Design modmul_seq, sky130hd; sources not shown.
Figure 1. Logic cells by family (run 1).
(4 px per µm)
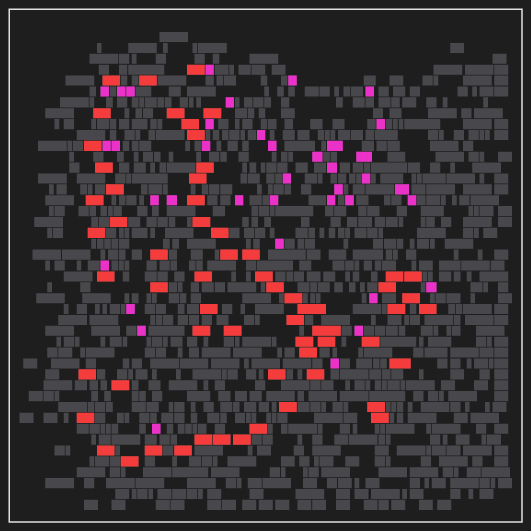
Key: red = fa/ha/maj cells [cells 61, most used ha_1]; magenta = and/or cells [cells 38, most used and3_1]
Layout Cells excl Fill: 1,169
logic share of the area: 0.590
dominant logic cell type in the layout: nor2_1

Figure 2. Placed standard cells (run 1).
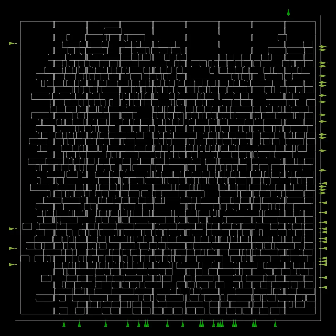
Seq area share: 0.253
fillcell total: 1,389
final core utilization: 0.583

Figure 3. Ports around the boundary (run 1).
(4 px per µm) Pins as bars across the die edge, other pins in gray.
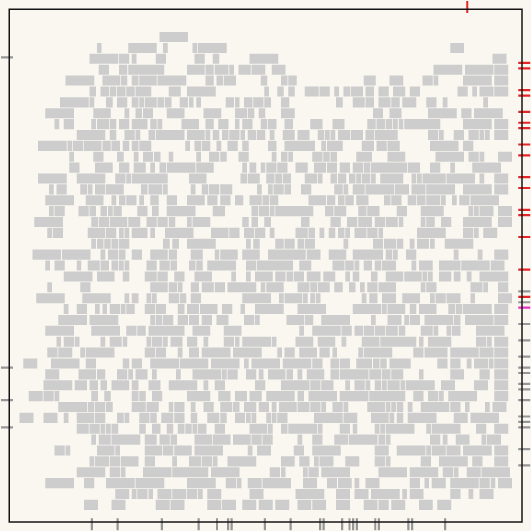
Key: magenta = `in_ready` [pins 1, direction output, edge east]; red = `s` [pins 17, direction output, edge 16 east, 1 north]
All pins by edge: 32 east, 20 south, 4 west, 1 north.
die height: 128 µm
Die Span X: 128 µm
Port-buffer cells: 56

Figure 4. Cell sizes after repair (run 1).
(4 px per µm)
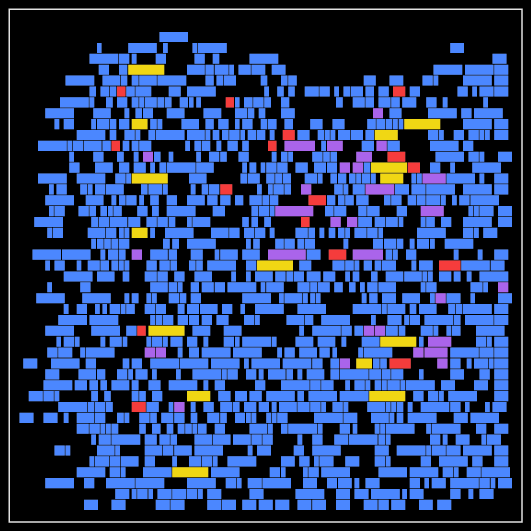
Key: purple = _3 and _4 cells [cells 30]; red = _2 cells [cells 16]; yellow = _6 and larger [cells 15]; blue = _0 and _1 cells [cells 920]
design area: 8790 µm²
Area Overhead vs Synth: 14.7%

==> impl_metrics.tcl, run 1 <==
# metrics dict for downstream scripts
set metrics [dict create \
    relSlewSlack 0.427 \
    ctsHoldBuffers 0 \
    grt_overflow 0 \
    edf_count 0 \
    root_buffer "clkbuf_16" \
    yosys-top-cells-count "nor2_1, dfxtp_1, ha_1, a211oi_1, a21oi_1" \
    path_buffers 1 \
    io_pins 57 \
    ant_nets 0 \
    dp_hpwl_um 13400 \
    drt_first_pass_iters 4 \
    simple_gate_share 0.182 \
    flop_cell "dfxtp_1" \
    grt_pass1_vias 6292 \
    numSynthFlops 111 \
    crit_chain "ha_1 -> inv_1 -> fa_1 -> a21o_1 -> a221oi_4 -> nor2_2 -> a311oi_4 -> nand4_2 -> or4_4 -> or3_4 -> a211oi_4 -> nand2_1 -> a311o_1 -> o211a_1" \
    clk_latency_ns 0.37 \
    pg_clk_mw 0.833 \
    rsz0062_at_grt "no" \
    r2r_setup_slack_ns 0.22 \
    p_sw_frac 0.434 \
    hold_path.class "flop to flop" \
    yosys.area_share.aoi 0.282 \
    top_cells_by_area "dfxtp_1, ha_1, nor2_1, a211oi_1, mux2i_1" \
    via_count 6810 \
    status "complete, no violations" \
    antenna_cells 0 \
    viasPerCell 5.83 \
    timing.final.hold_violations 0 \
    p_comb_mw 2.23 \
    nets 1075 \
    cp-start-kind "flop" \
    cp_top_family "AND-OR/OR-AND gates" \
    power-top-group "combinational cells" \
    worst-setup-path-type "flop to flop" \
    cts_tree "done" \
    cpMaxStageDelayCell "or4_4" \
    netSwitchingPower_mw 1.92 \
    yosysMostFrequentCell "nor2_1" \
    wl_met1_um 9220 \
    cts_buffers 9 \
    syn_area_um2 7660 \
    ys_area_um2 7660 \
    gr-usage-met1 0.325 \
    seq_power_share 0.305 \
    wl_per_cell_um 15.6 \
    adder_share 0.102 \
    cts.sinks 111 \
    period_needed_ns 4.38 \
]
-- run 1: per-stage QoR --
stage	hold WS, ns	setup slack, ns	instances	total power [mW]
2_1_floorplan	0.449	0.402	934	2.97
3_3_place_gp	0.474	0.217	1152	3.51
3_5_place_dp	0.475	0.113	1152	3.54
4_1_cts	0.485	0.0789	1168	4.39
5_1_grt	0.507	0.0162	1169	4.76
6_report	0.485	0.225	1169	4.42
-- run 1: final cells by class --
type	count	area [µm²]
fill	1389	6300
multi-input combinational	741	5180
sequential	111	2220
timing repair buffer	73	686
tap	188	235
clock buffer	9	225
inverter	40	150
clock inverter	7	90.1
-- run 1: what timing repair did --
| action | 4_1_cts | 5_1_grt |
|---|---|---|
| setup buffers | 0 | 1 |
| endpoints found under the setup margin | 0 | 16 |
| resized | 0 | 4 |
--- run 2 (diff from run 1) ---
--- a/config.mk
+++ b/config.mk
@@ -5,7 +5,7 @@
 export SDC_FILE = /design/constraint.sdc
 export NUM_CORES = 1
 export LEC_CHECK = 0
-export CORE_MARGIN = 2
+export CORE_MARGIN = 1
 export CORE_UTILIZATION = 50
 export CTS_CLUSTER_DIAMETER = 100
 export DETAILED_ROUTE_END_ITERATION = 12
==> constraint.sdc (replaced) <==
create_clock -name clk -period 5.4 [get_ports clk]
set_input_delay 1.08 -clock clk [delete_from_list [all_inputs] [get_ports clk]]
set_output_delay 1.08 -clock clk [all_outputs]
set_load 0.005 [all_outputs]
==> impl_metrics.tcl, run 2 <==
# metrics dict for downstream scripts
set metrics [dict create \
    syn2layout_area_growth_pct 13.4 \
    ff_count 111 \
    status "complete, no violations" \
    design_area_um2 8690 \
    crit_chain "ha_1 -> inv_1 -> fa_1 -> a21o_1 -> a221oi_4 -> xor2_1 -> nor3_1 -> nand3_1 -> or4_1 -> a211o_1 -> a211oi_4 -> nand2_1 -> a21oi_2 -> o32ai_1" \
    yosys-top-cells-count "nor2_1, dfxtp_1, ha_1, a211oi_1, a21oi_1" \
    cp_top_family "AND-OR/OR-AND gates" \
    clk_latency_ns 0.36 \
    top_cells_by_area "dfxtp_1, ha_1, nor2_1, a211oi_1, mux2i_1" \
    finish.utilization 0.589 \
    hold_ws_ns 0.486 \
    grt_pass1_vias 6048 \
    place_ws_ns 0.792 \
    ys_area_um2 7660 \
    hold_path.class "flop to flop" \
    numSynthFlops 111 \
    finalSetupTns_ns 0 \
    cts.sinks 111 \
    numPortBuffers 56 \
    post_cts_buffers 0 \
    dpl.cell_count 1141 \
    cts_tree "done" \
    clock_area_frac 0.0359 \
    seq_area_um2 2220 \
    p_comb_mw 1.85 \
    wl_per_cell_um 15.5 \
    flop_cell "dfxtp_1" \
    die_w_um 126 \
    via_count 6941 \
    nets 1067 \
    largest_class "combinational gates" \
    r2r_setup_slack_ns 0.73 \
    cts_resized 0 \
    edf_count 0 \
    worst-setup-path-type "flop to flop" \
    lay_top_count "nor2_1" \
    io_pins 57 \
    yosysMostFrequentCell "nor2_1" \
    timing.final.hold_violations 0 \
    comb_area_um2 5150 \
    drt_first_pass_iters 5 \
    pg_clk_mw 0.702 \
    grt_overflow 0 \
    num_tap_cells 184 \
    antenna_cells 0 \
    cpMaxStageDelayCell "nor3_1" \
    cp-start-kind "flop" \
    seq_power_share 0.311 \
    comb_cells 741 \
    period_needed_ns 4.67 \
    clock_buffers 9 \
    bufAreaShareNonClock 0.0720 \
    viasPerCell 6.00 \
    fillers 1401 \
    path_buffers 1 \
    fin_ws_ns 0.728 \
    dp_hpwl_um 13200 \
    syn_area_um2 7660 \
    power-top-group "combinational cells" \
    netSwitchingPower_mw 1.56 \
    die_height_um 126 \
    signal_buffers 65 \
]
==> run 2: netlist changes by cell type in the layout (fill, tap and decap cells not counted), sizes merged <==
cell	change
buf	-8
bufinv	+1
inv	-1
==> run 2: cell families after synthesis <==
kind of cell	share of synthesized area
DFF	0.290
AOI/OAI and AO/OA	0.282
and+or+nand+nor	0.182
buffers and inverters	0.0403
muxes	0.0496
adders and majority gates	0.102
xor gates and xnor gates	0.0537
==> run 2: metal layers <==
layer / wire, µm / part of all wire / global-route usage
met5: 0 / 0 / 0
met3: 859 / 0.048 / 0.0361
met1: 8960 / 0.50 / 0.335
met2: 7750 / 0.43 / 0.358
met4: 359 / 0.020 / 0.0730
Figure 5. Logic cells by family (run 2).
(4 px per µm)
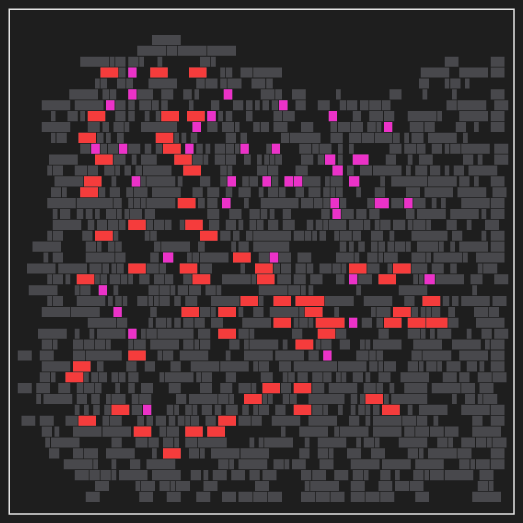
Key: magenta = and/or cells [cells 38, most used and3_1]; red = fa/ha/maj cells [cells 61, most used ha_1]
Layout Cells excl Fill: 1,157
logic share of the area: 0.593

Power and IR drop assume default switching activity.
